`config.mk`:
```
export PLATFORM = sky130hd
export DESIGN_NAME = rr_arbiter_flat
export DESIGN_NICKNAME = d
export VERILOG_FILES = /design/src/rtl/rr_arbiter_if.sv /design/src/rtl/rr_arbiter.sv /design/src/flat_wrapper.sv
export SDC_FILE = /design/constraint.sdc
export NUM_CORES = 1
export LEC_CHECK = 0
export ABC_AREA = 1
export CAP_MARGIN = 30
export CELL_PAD_IN_SITES_DETAIL_PLACEMENT = 1
export CELL_PAD_IN_SITES_GLOBAL_PLACEMENT = 1
export CORE_MARGIN = 4
export CORE_UTILIZATION = 41
export CTS_BUF_LIST = sky130_fd_sc_hd__clkbuf_8
export DETAILED_ROUTE_END_ITERATION = 12
export PLACE_DENSITY_LB_ADDON = 0.1
export SLEW_MARGIN = 20
export SYNTH_ARGS = -nofsm -noshare
export SYNTH_HDL_FRONTEND = slang
export SYNTH_SLANG_ARGS = --single-unit
```
`constraint.sdc`:
```
create_clock -name clk_i -period 3.9 [get_ports clk_i]
set_clock_uncertainty 0.15 [all_clocks]
set_input_delay 0.39 -clock clk_i [delete_from_list [all_inputs] [get_ports clk_i]]
set_output_delay 0.39 -clock clk_i [all_outputs]
set_load 0.03 [all_outputs]
```
`src/rtl/rr_arbiter_if.sv`:
```
// -----------------------------------------------------------------------------
// rr_arbiter_if
//
// Purpose : Groups the request/grant bundle that sits between a set of
//           requesting lanes and the round-robin arbiter. The clock and reset
//           are kept out of the bundle and are passed as plain ports.
//
// Signals :
//   req_i      [REQ_NUM-1:0]  level-sensitive request vector, one bit per lane
//   gnt_o      [REQ_NUM-1:0]  one-hot grant, all zeros when nothing is granted
//   gnt_idx_o  [IDX_W-1:0]    binary index of the granted lane (0 when idle)
//   gnt_val_o                 high whenever gnt_o is non-zero
//
// Modports:
//   master : the requester side. It drives req_i and observes the grant.
//   slave  : the arbiter side. It observes req_i and drives the grant.
// -----------------------------------------------------------------------------
interface rr_arbiter_if #(
    parameter int REQ_NUM = 4
);
    localparam int IDX_W = $clog2(REQ_NUM);

    logic [REQ_NUM-1:0] req_i;
    logic [REQ_NUM-1:0] gnt_o;
    logic [IDX_W-1:0]   gnt_idx_o;
    logic               gnt_val_o;

    modport master (
        output req_i,
        input  gnt_o,
        input  gnt_idx_o,
        input  gnt_val_o
    );

    modport slave (
        input  req_i,
        output gnt_o,
        output gnt_idx_o,
        output gnt_val_o
    );
endinterface : rr_arbiter_if

```
`src/rtl/rr_arbiter.sv`:
```
// -----------------------------------------------------------------------------
// rr_arbiter
//
// Purpose : Round-robin arbiter with grant hold and forced timeout. It shares
//           one downstream resource among REQ_NUM requesters. The winner is
//           the first set request bit found when the search starts at a
//           rotating pointer. A grant is held while its owner keeps
//           requesting, for at most MAX_HOLD consecutive cycles. On release,
//           the next winner is granted on the same edge, so handoff has no
//           dead cycle. All outputs are registered, so there is no
//           combinational path from req_i to any output.
//
// Parameters:
//   REQ_NUM   number of requesters. It must be at least 2.
//   MAX_HOLD  maximum number of consecutive cycles one grant stays visible.
//             It must be at least 1.
//
// Ports   :
//   clk_i     rising-edge clock
//   srst_i    synchronous active-high reset
//   bus       rr_arbiter_if.slave, which carries req_i, gnt_o, gnt_idx_o
//             and gnt_val_o
// -----------------------------------------------------------------------------
module rr_arbiter #(
    parameter int REQ_NUM  = 4,
    parameter int MAX_HOLD = 8
) (
    input  logic          clk_i,
    input  logic          srst_i,
    rr_arbiter_if.slave   bus
);
    localparam int IDX_W  = $clog2(REQ_NUM);
    localparam int HOLD_W = (MAX_HOLD > 1) ? $clog2(MAX_HOLD) : 1;

    localparam logic [IDX_W-1:0]  LAST_IDX     = IDX_W'(REQ_NUM - 1);
    localparam logic [IDX_W:0]    REQ_NUM_EXT  = (IDX_W + 1)'(REQ_NUM);
    localparam logic [HOLD_W-1:0] HOLD_LAST    = HOLD_W'(MAX_HOLD - 1);

    typedef enum logic {
        IDLE = 1'b0,
        BUSY = 1'b1
    } state_t;

    // ------------------------------------------------------------------
    // State
    // ------------------------------------------------------------------
    state_t              state_q,   state_d;
    logic [IDX_W-1:0]    ptr_q,     ptr_d;
    logic [IDX_W-1:0]    owner_q,   owner_d;
    logic [HOLD_W-1:0]   hold_cnt_q, hold_cnt_d;
    logic [REQ_NUM-1:0]  gnt_q,     gnt_d;
    logic [IDX_W-1:0]    gnt_idx_q, gnt_idx_d;
    logic                gnt_val_q, gnt_val_d;

    // ------------------------------------------------------------------
    // Rotating-priority search
    // ------------------------------------------------------------------
    // The request vector is rotated right by ptr, so bit 0 of req_rot is
    // the highest-priority lane. The lowest set bit of req_rot gives the
    // offset from ptr. Adding the offset back to ptr, modulo REQ_NUM, gives
    // the absolute winner index.
    logic [2*REQ_NUM-1:0] req_dbl;
    logic [REQ_NUM-1:0]   req_rot;
    logic [IDX_W-1:0]     win_off;
    logic [IDX_W:0]       win_sum;
    logic [IDX_W-1:0]     win_idx;
    logic                 win_any;
    logic [REQ_NUM-1:0]   win_onehot;

    assign req_dbl = {bus.req_i, bus.req_i} >> ptr_q;
    assign req_rot = req_dbl[REQ_NUM-1:0];
    assign win_any = |bus.req_i;

    always_comb begin
        win_off = '0;
        // Scan downward so that the lowest set bit is the last one written.
        for (int i = REQ_NUM - 1; i >= 0; i--) begin
            if (req_rot[i]) begin
                win_off = IDX_W'(i);
            end
        end
    end

    always_comb begin
        win_sum = {1'b0, ptr_q} + {1'b0, win_off};
        if (win_sum >= REQ_NUM_EXT) begin
            win_sum = win_sum - REQ_NUM_EXT;
        end
        win_idx = win_sum[IDX_W-1:0];
    end

    // Decode the winner index to a one-hot grant vector.
    generate
        for (genvar gi = 0; gi < REQ_NUM; gi++) begin : g_onehot
            assign win_onehot[gi] = (win_idx == IDX_W'(gi));
        end
    endgenerate

    // ------------------------------------------------------------------
    // Next-state logic
    // ------------------------------------------------------------------
    logic owner_req;
    logic release_now;
    logic rearb;

    assign owner_req   = bus.req_i[owner_q];
    // Release when the owner drops its request, or when its grant has
    // already been visible for MAX_HOLD cycles. When MAX_HOLD is 1,
    // HOLD_LAST is 0, so every BUSY cycle re-arbitrates.
    assign release_now = (state_q == BUSY) && (!owner_req || (hold_cnt_q == HOLD_LAST));
    assign rearb       = (state_q == IDLE) || release_now;

    always_comb begin
        state_d    = state_q;
        ptr_d      = ptr_q;
        owner_d    = owner_q;
        hold_cnt_d = hold_cnt_q;
        gnt_d      = gnt_q;
        gnt_idx_d  = gnt_idx_q;
        gnt_val_d  = gnt_val_q;

        if (rearb) begin
            if (win_any) begin
                state_d    = BUSY;
                gnt_d      = win_onehot;
                gnt_idx_d  = win_idx;
                gnt_val_d  = 1'b1;
                owner_d    = win_idx;
                // The new owner becomes the lowest priority for the next round.
                ptr_d      = (win_idx == LAST_IDX) ? '0 : win_idx + IDX_W'(1);
                hold_cnt_d = '0;
            end else begin
                // With no requests, go idle. ptr keeps its value, so fairness
                // continues from the same lane.
                state_d    = IDLE;
                gnt_d      = '0;
                gnt_idx_d  = '0;
                gnt_val_d  = 1'b0;
            end
        end else begin
            hold_cnt_d = hold_cnt_q + HOLD_W'(1);
        end
    end

    // ------------------------------------------------------------------
    // Registers
    // ------------------------------------------------------------------
    always_ff @(posedge clk_i) begin
        if (srst_i) begin
            state_q    <= IDLE;
            ptr_q      <= '0;
            owner_q    <= '0;
            hold_cnt_q <= '0;
            gnt_q      <= '0;
            gnt_idx_q  <= '0;
            gnt_val_q  <= 1'b0;
        end else begin
            state_q    <= state_d;
            ptr_q      <= ptr_d;
            owner_q    <= owner_d;
            hold_cnt_q <= hold_cnt_d;
            gnt_q      <= gnt_d;
            gnt_idx_q  <= gnt_idx_d;
            gnt_val_q  <= gnt_val_d;
        end
    end

    assign bus.gnt_o     = gnt_q;
    assign bus.gnt_idx_o = gnt_idx_q;
    assign bus.gnt_val_o = gnt_val_q;

endmodule : rr_arbiter

```
`src/flat_wrapper.sv`:
```
// flat-port wrapper written by rule: the top's interface ports become plain ports
module rr_arbiter_flat 
#(
    parameter int REQ_NUM  = 4,
    parameter int MAX_HOLD = 8
)
  (clk_i, srst_i, bus_req_i, bus_gnt_o, bus_gnt_idx_o, bus_gnt_val_o);
  rr_arbiter_if #(.REQ_NUM(REQ_NUM)) bus_i ();
  input  logic clk_i;
  input  logic srst_i;
  input wire logic [$bits(bus_i.req_i)-1:0] bus_req_i;
  output wire logic [$bits(bus_i.gnt_o)-1:0] bus_gnt_o;
  output wire logic [$bits(bus_i.gnt_idx_o)-1:0] bus_gnt_idx_o;
  output wire logic [$bits(bus_i.gnt_val_o)-1:0] bus_gnt_val_o;
  assign bus_i.req_i = bus_req_i;
  assign bus_gnt_o = bus_i.gnt_o;
  assign bus_gnt_idx_o = bus_i.gnt_idx_o;
  assign bus_gnt_val_o = bus_i.gnt_val_o;
  rr_arbiter #(.REQ_NUM(REQ_NUM), .MAX_HOLD(MAX_HOLD)) u_core (.clk_i(clk_i), .srst_i(srst_i), .bus(bus_i));
endmodule
```
run_1/clock_wires.png
Scale: 10 px per µm.
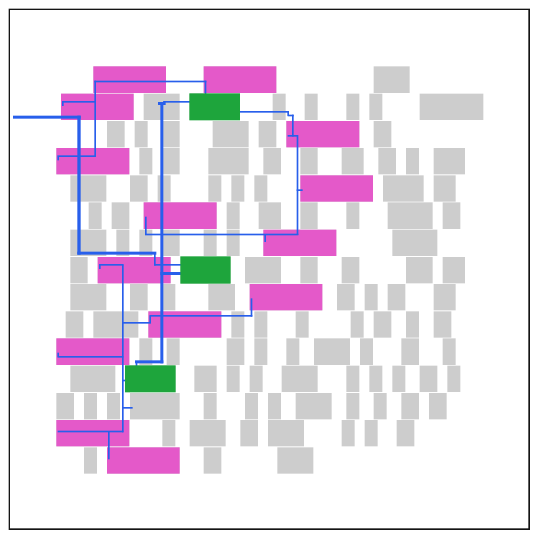
[magenta] flip-flops | count: 14
[green] clock-net drivers | count: 3
[blue] clock wires | length: 195 µm
routed clock nets: 4
Power Clock: 0.000142 W
part of the power in the clock network: 16.2%
Late-Pin Clk Latency: 250 ps

run_1/m3.png
Scale: 10 px per µm.
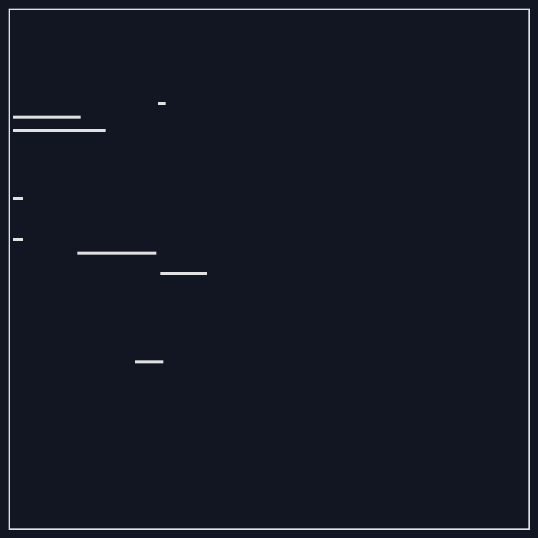
nets with wire on the layer: 5
share of all routed wire: 1.7%
main direction: horizontal

run_1/layers.png
Scale: 6 px per µm.
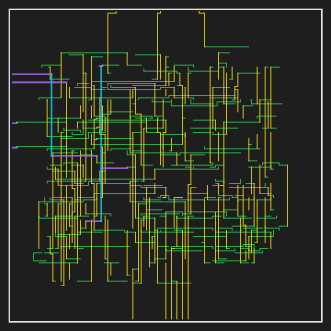
[yellow] M2 | wire length: 967 µm
[cyan] M4 | wire length: 39.4 µm
[green] M1 | wire length: 852 µm
[purple] M3 | wire length: 31.5 µm

==> commit_impl_results.txt, run 1 <==
Record implementation results from latest flow run

* Result of the run: complete, no violations
* Power share of the sequential group: roughly 27%
* CTS Buf Count: 3
* Cell area after layout: just under 1000 µm²
- Met1 track utilization from global routing: between 20% and 30%
- Ys cells: about 110
- Hold_sp: u_core.bus.gnt_o[1]
- Setup WS pre-CTS: roughly 1300 ps
* Area leader share: approximately 36%
- Cell with the largest stage delay on the worst path: sky130_fd_sc_hd__clkdlybuf4s50_1
* Adder-cell share of the synthesized area: between 6 and 7%
- Final total power: just under 0.0009 W
* Mean number of vias per cell: approximately 5.1
* Nature of the critical path endpoint: flip-flop
* Top logic family: simple AND/OR/NAND/NOR gates
- Setup crit start: bus_req_i[1]
* Average wire per standard cell: approximately 13 µm
- Per STA, the endpoint of the critical path is u_core.ptr_q[0].
- For reference, simple AND, OR, NAND and NOR cells occupy approximately two fifths of the area reported after synthesis.
- Number of cell instances on the worst register-to-register path: 12
- The count of cells in the finished layout, fillers not included, comes to between 150 and 200.
- Count of final setup violators: 0
- The number of global-route vias before repair was approximately 820.
* Count of library flops with an enable pin: 0
- The routed design could run at a clock period as short as between 2000 and 2500 ps.
* Mux contribution to synthesized area: 0%
- Clock-pin slew of the registers on the worst-case setup and hold paths: about 60 ps
- The final timing report lists a hold violation count of 0.
- Floorplan die height: between 50 and 60 µm
- The final max-slew violation count recorded for this run is 0.
- Most used logic cell in the final layout: sky130_fd_sc_hd__nand2_1
* Reg-to-Reg Start: u_core.ptr_q[0]
- Clk sink count: 14
- According to the finish report, the design has a final net count of about 140.
- Number of H-tree branching levels: 1
- Per the detail_route report, the via count comes to ~760.
- Per the placement log, port buffering inserted 12 buffers.
* Number of top-level design ports: 13
- Clock tree from TritonCTS: yes
- Count of distinct cell types in the synthesized netlist: 21
- Summing the sequential cell areas from Yosys gives between 30% and 40% of the chip area.
- Total setup buffers inserted after CTS: 0
* Worst supply voltage drop on vdd: 411.9 µV
* Initial antenna violation count: 0
* Share of async-settable or async-resettable flops after synthesis: 0%
* Number of iterations in the first detailed-routing pass: 2
- Per the detail_route report, DRC violations left total 0.
- Summed over all failing endpoints, the final setup total negative slack is 0 ps.
- Per the final layout report, the fraction of cells sized above drive strength 1 comes to 12.70%.
- Hold EP: u_core.bus.gnt_o[1]
- Die area: roughly 2700 µm²
- Top cells, area: sky130_fd_sc_hd__dfxtp_1, sky130_fd_sc_hd__nand2_1, sky130_fd_sc_hd__nand3_1
- Pin count of the biggest net entering global routing: 13
- Per the synthesis report, the XOR/XNOR share of the synthesized area is between 1 and 1.5%.
- Worst r2r dst: u_core.ptr_q[0]
- Once synthesis finished, the tally of register bits stood at 14.
- According to the floorplan log, the row count is 15.
- The script reports the combined buffer and inverter count of the critical path as 1.
* Final antenna diode count: 0
* Worst endpoint data arrival time: approximately 2300 ps
- Post-cts gate resize count: 0
- Delay contributed by the slowest stage of the critical path: about 530 ps
* Post-route clock period utilization: ~60%
- Sorting the synthesized cells by how often they occur yields sky130_fd_sc_hd__nand2_1, sky130_fd_sc_hd__dfxtp_1, sky130_fd_sc_hd__nand3_1.
* Placed wire-length estimate: around 1500 µm
- Aggregate global routing overflow: 0
- Met2 track demand over resource in global routing: 30.54%
- Share of the core filled with cells in the final layout: approximately 55%
- The number of maximum-capacitance violations recorded for the run is 0.
- The signal on the critical path passes through clkdlybuf4s50_1 > nand2_1 > nand3_1 > nand2_1 > nand3_1 > a21boi_1 > ha_1 > xnor2_1 > nand3_4 > nand2_4 > nand3_2 > and2_1.
- Highest routed layer: met4
- Post-layout worst setup margin: 1585 ps
- Routability congestion estimate: between 0.6 and 0.7
* Max_slew headroom: between 70% and 80%
- Overall routing resource usage recorded by global route was ~18%.
- Met3 track demand over resource: about 3.7%
- Most common logic cells in the final layout: sky130_fd_sc_hd__nand2_1, sky130_fd_sc_hd__nand3_1, sky130_fd_sc_hd__dfxtp_1
- The worst hold path passes through 2 cells.
- Path type of the worst setup path: primary input to flip-flop
- In this run the number of cells on the critical path is 12.
- Most area-hungry cell type in the Yosys netlist: sky130_fd_sc_hd__dfxtp_1
- Class of the most critical hold timing path: flip-flop to flip-flop
* Post-Syn Area per Cell: 7.038 µm²
- In the final routing, the length of wire on met1 measures 852 µm.
- In the synthesized netlist the dominant register cell turns out to be sky130_fd_sc_hd__dfxtp_1.
## run 1: final cells by class
type	count	area, µm²
timing repair buffer	12	120.1
fill	237	799.5
clock buffer	4	55.05
multi-input combinational	85	454.2
tap	25	31.28
inverter	11	42.54
sequential	14	280.3
## run 1: power groups by stage
stage	Combinational, W	Clock (W)	Sequential, W
3_3_place_gp	0.000484	0	0.000238
3_5_place_dp	0.000499	0	0.000242
2_1_floorplan	0.000327	0	0.000282
6_report	0.000495	0.000142	0.000239
5_1_grt	0.000556	0.000155	0.000248
4_1_cts	0.000504	0.000145	0.000240
## run 1: flip-flops by register name, summed over array words and instances (netlist names)
register	cells
u_core.bus.gnt_idx_o	2
u_core.state_q	1
u_core.hold_cnt_q	3
u_core.owner_q	2
u_core.bus.gnt_o	4
u_core.ptr_q	2
run_1/gates.png
Scale: 6 px per µm.
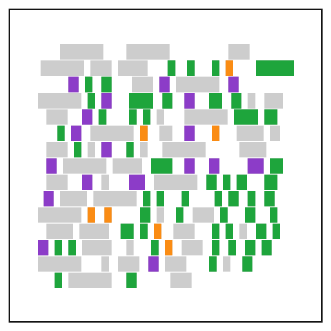

==> inputs of run 2 (changes only) <==
--- a/config.mk
+++ b/config.mk
@@ -10,7 +10,7 @@
 export CELL_PAD_IN_SITES_DETAIL_PLACEMENT = 1
 export CELL_PAD_IN_SITES_GLOBAL_PLACEMENT = 1
 export CORE_MARGIN = 4
-export CORE_UTILIZATION = 41
+export CORE_UTILIZATION = 34
 export CTS_BUF_LIST = sky130_fd_sc_hd__clkbuf_8
 export DETAILED_ROUTE_END_ITERATION = 12
 export PLACE_DENSITY_LB_ADDON = 0.1
==> constraint.sdc (replaced) <==
create_clock -name clk_i -period 2 [get_ports clk_i]
set_clock_uncertainty 0.15 [all_clocks]
set_input_delay 0.2 -clock clk_i [delete_from_list [all_inputs] [get_ports clk_i]]
set_output_delay 0.2 -clock clk_i [all_outputs]
set_load 0.03 [all_outputs]
run_2/gates.png
Scale: 4 px per µm.
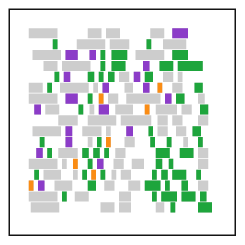
[purple] aoi and oai cells | cells: 18
[green] nand cells | cells: 54
[orange] nor cells | cells: 7
non-filler instance count after layout: 172
most used logic cell in the final layout: sky130_fd_sc_hd__nand2_1
share of cell area taken by multi-input logic gates: 43.82%

run_2/clock_wires.png
Scale: 8 px per µm.
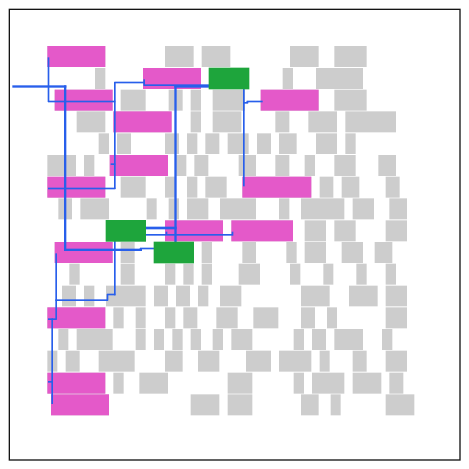
[green] clock-net drivers | count: 3
[blue] clock wires | length: 195 µm
[magenta] flip-flops | count: 14
routed clock nets: 4
part of the power in the clock network: 13.3%
Power Clock: 0.000275 W

==> commit_impl_results.txt, run 2 <==
Record implementation results from latest flow run

* NonClk Buf Share: around a fifth
* Seq/total area: 23.90%
- Input and output buffers added on the ports amount to 12.
- The number of antenna violations at the first check in global routing is 0.
- Summing internal, switching and leakage power gives a little over 0.002 W.
- Most common logic cells in the final layout: sky130_fd_sc_hd__nand2_1, sky130_fd_sc_hd__buf_4, sky130_fd_sc_hd__dfxtp_1
- Per the post-CTS timing run, clock transition at the registers of the reported paths is roughly 60 ps.
* Clock-cell share: 4.612%
- Derived from the worst setup path, the maximum achievable clock frequency is a little under 500 MHz.
- For this run the aggregate overflow at the end of global routing stands at 0.
- STA classifies the critical path startpoint as a flip-flop.
- Summed over all instances, the cell type with the most area after synthesis is sky130_fd_sc_hd__dfxtp_1.
- Vias in the first global route: 785
* Multi-input gate area in the final layout: ~520 µm²
- Num sequential: 14
* Top cells, area: sky130_fd_sc_hd__dfxtp_1, sky130_fd_sc_hd__nand2_1, sky130_fd_sc_hd__nand3_1
- Dividing the detail-routed wire length by the instance count gives 12.64 µm.
- Synthesis inferred 14 register bits.
- Ordered cell list for the critical path: inv_4 > nand2_4 > nand3_2 > nand2_2 > nand3_2 > a21boi_2 > ha_2 > xnor2_2 > buf_4 > nand3_4 > nand3_2 > nand2_1 > nor2_1 > nor2_1
- Number of violations of the max-capacitance limit: 0
* Routability congestion estimate: a little over 0.7
- The critical path is of the flip-flop to flip-flop type.
- The top cell type by area accounts for between 30 and 40% of the synthesized area.
- Result of the run: complete, but fails checks
- Yosys reports the multiplexer fraction of the synthesized area as 0%.
* Floorplan die height: around 56 µm
* Hold violation count in the final report: 0
- Final antenna diode count: 0
- Count of final setup violators: 7
- Clk sink count: 14
- The biggest slice of the area belongs to multi-input combinational cells.
- Top logic family: simple AND/OR/NAND/NOR gates
- CTS Buf Count: 3
* Data required time at the worst endpoint: about 2000 ps
- Setup total negative slack: -261.1 ps
- Setup crit start: u_core.ptr_q[0]
- The script parses the final routing iteration and logs DRC violations as 0.
- After layout, the worst setup slack is -75.46 ps.
* Final Critical Period: 2075 ps
- Power share of the sequential group: 22.7%
* Syn nets: about 120
* Worst Hold Margin: between 300 and 400 ps
* Capture point of the worst path: u_core.ptr_q[1]
* Nature of the critical path endpoint: flip-flop
* Share of layout cells above drive strength 1: between 30% and 40%
- In this run the full chip footprint comes out at 3153 µm².
* Number of buffer and inverter stages on the critical path: 2
* Late-Pin Clk Latency: 250 ps
- After layout, the inverter instance count without clock inverters stands at 11.
- In the log, the iteration count for the first detailed-route pass is 4.
- Basic Gates by Area: 38.10%
- Summing all flip-flop and latch instances after layout gives 285.3 µm².
* Unrepaired setup endpoints after global routing: yes
- Pin count of the biggest net entering global routing: 12
* Number of logic gates: 85
- Placed wire-length estimate: about 1600 µm
* # rows: 17
- Count of distinct cell types in the synthesized netlist: 21
- Counting flops with an async set or reset pin after synthesis yields a share of 0%.
- Number of pins exceeding their max-slew limit in the final report: 0
- Xor and xnor area share after synthesis: 1.111%
- Mean number of vias per cell: just under 5
- The number of cells on the worst hold path is listed as 1.
- Portion of the post-synthesis area used by sequential elements: 35.56%
- Filler cell count in the final layout: 287
- Worst supply voltage drop on vdd: about 930 µV
- Data arrives at the worst endpoint at slightly above 2000 ps.
- Share of the core filled with cells in the final layout: 53.96%
- Number of cell instances on the worst register-to-register path: 14
* Main flop type after synthesis: sky130_fd_sc_hd__dfxtp_1
- Tap cell count: 28
- TritonCTS built the clock tree.
* Class of the most critical hold timing path: flip-flop to flip-flop
- After layout, the worst path uses 103.8% of the clock period.
- The register with the most flip-flops in the layout has 4 of them.
- Violations in the final reports: setup timing
- Number of top-level design ports: 13
- Counting buffers and inverters, the worst setup path is 14 cells deep.
* Highest net fanout along the worst path: 6
- For the worst reg-to-reg path, the endpoint reported by OpenROAD is u_core.ptr_q[1].
- Cell area after layout: 1194 µm²
- Per the STA report, the cell with the highest stage delay on the worst path is sky130_fd_sc_hd__dfxtp_4.
- On the worst path, the slowest cell contributes a delay of approximately 380 ps.
* Max_slew headroom: 78.85%
- After Yosys synthesis, full adders, half adders and majority gates account for 6.349% of the synthesized area.
* Post-Syn Area per Cell: approximately 7.0 µm²
* Post-cts gate resize count: 8
- In the final layout, the clock buffer count is 4.
- The endpoint of the worst hold path is reported as u_core.hold_cnt_q[0].
- The plain and repair buffers instantiated in the layout total 30.
- CTS built an H-tree with a depth of 1.
- Nets still carrying antenna violations after routing amount to 0.
* Yosys chip area: ~790 µm²
- At the floorplan stage, the core utilization is reported as between 30% and 40%.
* Reg-to-Reg Start: u_core.ptr_q[0]
* Hold_sp: u_core.hold_cnt_q[0]
* First-pass GRT wire length: roughly 3400 µm
- Yosys mapped a number of flops with a built-in enable equal to 0.
* Commonest cells in the netlist: sky130_fd_sc_hd__nand2_1, sky130_fd_sc_hd__dfxtp_1, sky130_fd_sc_hd__nand3_1
* Ys cells: around 110
- Setup WS pre-CTS: -333.1 ps
- Looking at the post-CTS report, the setup buffer insertion count equals 0.
- After the last flow step, the layout net total stands at roughly 160.
run_2/layers.png
Scale: 4 px per µm.
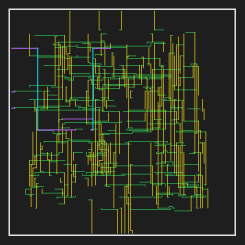
[green] M1 | wire length: 899 µm
[cyan] M4 | wire length: 40.8 µm
[purple] M3 | wire length: 29.4 µm
[yellow] M2 | wire length: 1210 µm
total routing usage reported by global routing: 13.65%
drt total wl: 2174 µm
count of vias placed by the detailed router: 826

## run 2: cell counts after synthesis
Identical to the previous run, type by type.
## run 2: layer usage
metal	vias to the layer above	global-route usage (%)	share of wire, %
li1	430	-	-
met1	385	14.83	41
met2	6	24.37	55
met3	5	2.784	1.3
met4	0	7.458	1.8
met5	-	0	0
## run 2: power groups by stage
stage / Clock (W) / Combinational (W) / Sequential, W
6_report: 0.000275 / 0.00133 / 0.000469
5_1_grt: 0.000301 / 0.00145 / 0.000485
4_1_cts: 0.000283 / 0.00118 / 0.000463
3_5_place_dp: 0 / 0.00117 / 0.000463
3_3_place_gp: 0 / 0.00115 / 0.000455
2_1_floorplan: 0 / 0.000638 / 0.000550
==> inputs of run 3 (changes only) <==
--- a/config.mk
+++ b/config.mk
@@ -9,7 +9,7 @@
 export CAP_MARGIN = 30
 export CELL_PAD_IN_SITES_DETAIL_PLACEMENT = 1
 export CELL_PAD_IN_SITES_GLOBAL_PLACEMENT = 1
-export CORE_MARGIN = 4
+export CORE_MARGIN = 5
 export CORE_UTILIZATION = 34
 export CTS_BUF_LIST = sky130_fd_sc_hd__clkbuf_8
 export DETAILED_ROUTE_END_ITERATION = 12
run_3/m3.png
Scale: 8 px per µm.
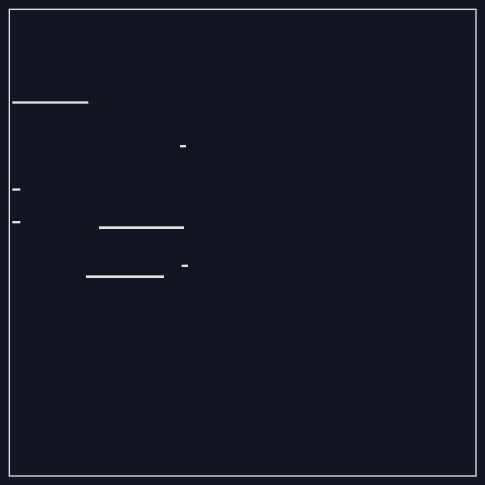
main direction: horizontal
share of all routed wire: 1.4%
nets with wire on the layer: 4
wire length on this layer: 30.8 µm
drt total wl: 2179 µm
count of vias placed by the detailed router: 839
met3 track demand over resource: 2.673%

run_3/clock_wires.png
Scale: 8 px per µm.
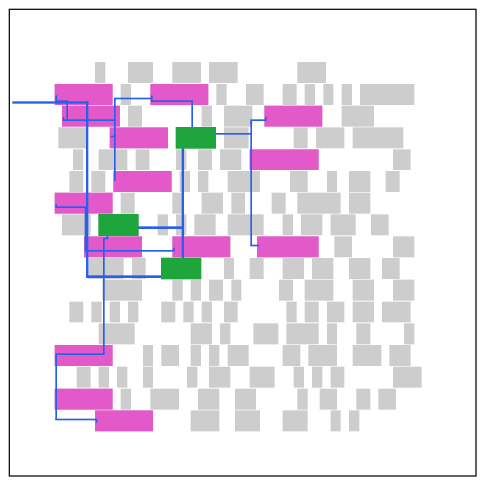
[green] clock-net drivers | count: 3
[blue] clock wires | length: 193 µm
[magenta] flip-flops | count: 14
routed clock nets: 4
Power Clock: 0.000272 W
part of the power in the clock network: 13.1%
Late-Pin Clk Latency: 240 ps

run_3/gates.png
Scale: 4 px per µm.
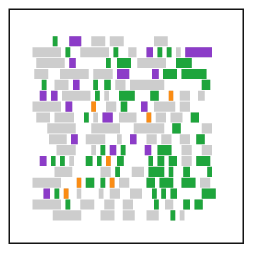
[purple] aoi and oai cells | cells: 18
[orange] nor cells | cells: 7
[green] nand cells | cells: 54

==> commit_impl_results.txt, run 3 <==
Record implementation results from latest flow run

- The clock net in this run drives a total of 14 sinks.
- Top cells, area: sky130_fd_sc_hd__dfxtp_1, sky130_fd_sc_hd__nand2_1, sky130_fd_sc_hd__nand3_1
- Number of cell instances on the worst register-to-register path: 13
- Once detail routing completed, the nets flagged for antenna violations numbered 0.
- Per the layout report, the design carries 4 clock buffers.
* Multi-input gate area in the final layout: between 500 and 600 µm²
- Sorting the synthesized cells by how often they occur yields sky130_fd_sc_hd__nand2_1, sky130_fd_sc_hd__dfxtp_1, sky130_fd_sc_hd__nand3_1.
* Worst endpoint data arrival time: 1970 ps
- Entering global routing, the biggest net connects 12 pins.
- Storage element area: roughly 290 µm²
- Number of buffer and inverter stages on the critical path: 2
* Most area-hungry cell type in the Yosys netlist: sky130_fd_sc_hd__dfxtp_1
- The final design was reported to hold multi-input combinational gates totalling about 85.
* Class of the most critical hold timing path: flip-flop to flip-flop
* Most used logic cell in the final layout: sky130_fd_sc_hd__nand2_1
- The global route stage reports its total congestion overflow as 0.
* Nature of the critical path endpoint: flip-flop
* Syn nets: 122
- Non-clock buffering takes up a little over a fifth of total cell area after layout.
- The clock network takes up 4.612% of total cell area after layout.
- Logic depth of the worst path, buffers included: 13
- CTS Buf Count: 3
- For the final routed database, the setup TNS stands at 0 ps.
- Clock-pin slew was measured on the worst setup and hold paths at 60 ps.
* # rows: 17
* Total setup buffers inserted after CTS: 3
- Share of layout cells above drive strength 1: 36.81%
- The synthesized netlist devotes under 10% of its cell area to XOR and XNOR gates.
- The timing report gives the biggest stage delay along the critical path as 370 ps.
- Main flop type after synthesis: sky130_fd_sc_hd__dfxtp_1
- The final timing report lists a max-slew violation count of 0.
- Per the STA report, the cell with the highest stage delay on the worst path is sky130_fd_sc_hd__dfxtp_4.
- Counting the fill cells in the layout gives 296.
- Hold violation count in the final report: 0
- Path type of the worst setup path: flip-flop to flip-flop
* Hold EP: u_core.bus.gnt_o[1]
* Num sequential: 14
* Share of async-settable or async-resettable flops after synthesis: 0%
- In this run the full chip footprint comes out at ~3400 µm².
- The flow reports an fmax of ~500 MHz.
- For reference, the top logic cell family by area is simple AND/OR/NAND/NOR gates.
- By instance count after routing, the leading logic cell types are sky130_fd_sc_hd__nand2_1, sky130_fd_sc_hd__buf_4, sky130_fd_sc_hd__dfxtp_1.
- For the combinational group, total power comes out at 0.00134 W.
- Seq/total area: between 20% and 30%
- Post-route clock period utilization: 99.12%
- Multiplexer cells account for 0% of the synthesized area.
* Count of final setup violators: 0
- Once the clock tree was built, the resizer swapped 16 gates to a different size.
- Share of the core filled with cells in the final layout: 53.96%
- Vias in the first global route: 831
* Adder-cell share of the synthesized area: roughly 6.3%
* Max_slew headroom: about four fifths
* Non-filler instance count after layout: roughly 170
* Capture point of the worst path: u_core.ptr_q[1]
- Post-Syn Area per Cell: just over 7 µm²
* Ordered cell list for the critical path: inv_4 > nand2_1 > nand3_1 > nand2_2 > a21boi_4 > ha_2 > xnor2_1 > buf_4 > nand3_4 > nand3_2 > nand2_1 > nor2_1 > nor2_1
* Result of the run: complete, no violations
* Final antenna diode count: 0
- After legalization and detailed placement, the total HPWL measured around 1600 µm.
- Count of distinct cell types in the synthesized netlist: 21
* Count of library flops with an enable pin: 0
- Once routing completed, OpenROAD measured the worst setup slack at about 18 ps.
* Share of cell area taken by multi-input logic gates: 43.82%
- In the final design database the tool counted 155 nets.
- Per the CTS log, the maximum H-tree level is 1.
- Pin placement for this block handled 13 I/O pins.
- Yosys chip area: roughly 790 µm²
- Total routing usage reported by global routing: between 10% and 20%
- After synthesis, the largest area contributor takes up around 36% of total cell area.
* Routability congestion estimate: between 0.6 and 0.7
- Looking at hold timing, the worst path starts from u_core.bus.gnt_o[1].
- As logged by OpenROAD, the buffers inserted on ports number 12.
- The endpoint identified for the worst register-to-register timing path is u_core.ptr_q[1].
- The register with the most flip-flops in the layout has 4 of them.
- Non-clk bufs: 30
* Data required time at the worst endpoint: ~2000 ps
* Power share of the sequential group: a little under a quarter
- The number of cells on the worst hold path is listed as 2.
- In this run, synthesis produced a sequential element count of 14.
* First-pass GRT wire length: 3539 µm
[run 3: netlist changes by cell type in the layout (fill, tap and decap cells not counted)]
cell                       before  now
sky130_fd_sc_hd__nand2_2        5    8
sky130_fd_sc_hd__nand2_1       28   26
sky130_fd_sc_hd__a21boi_2       1    0
sky130_fd_sc_hd__a21boi_4       0    1
sky130_fd_sc_hd__nand2_4        4    3
sky130_fd_sc_hd__xnor2_1        0    1
sky130_fd_sc_hd__xnor2_2        1    0
[run 3: routing by layer]
layer / track usage, % / share of wire, % / wire, µm
met3: 2.673 / 1.4 / 30
met5: 0 / 0 / 0
met4: 5.960 / 1.7 / 36
met2: 25.48 / 56 / 1228
met1: 14.06 / 41 / 883
Power and IR drop assume default switching activity.
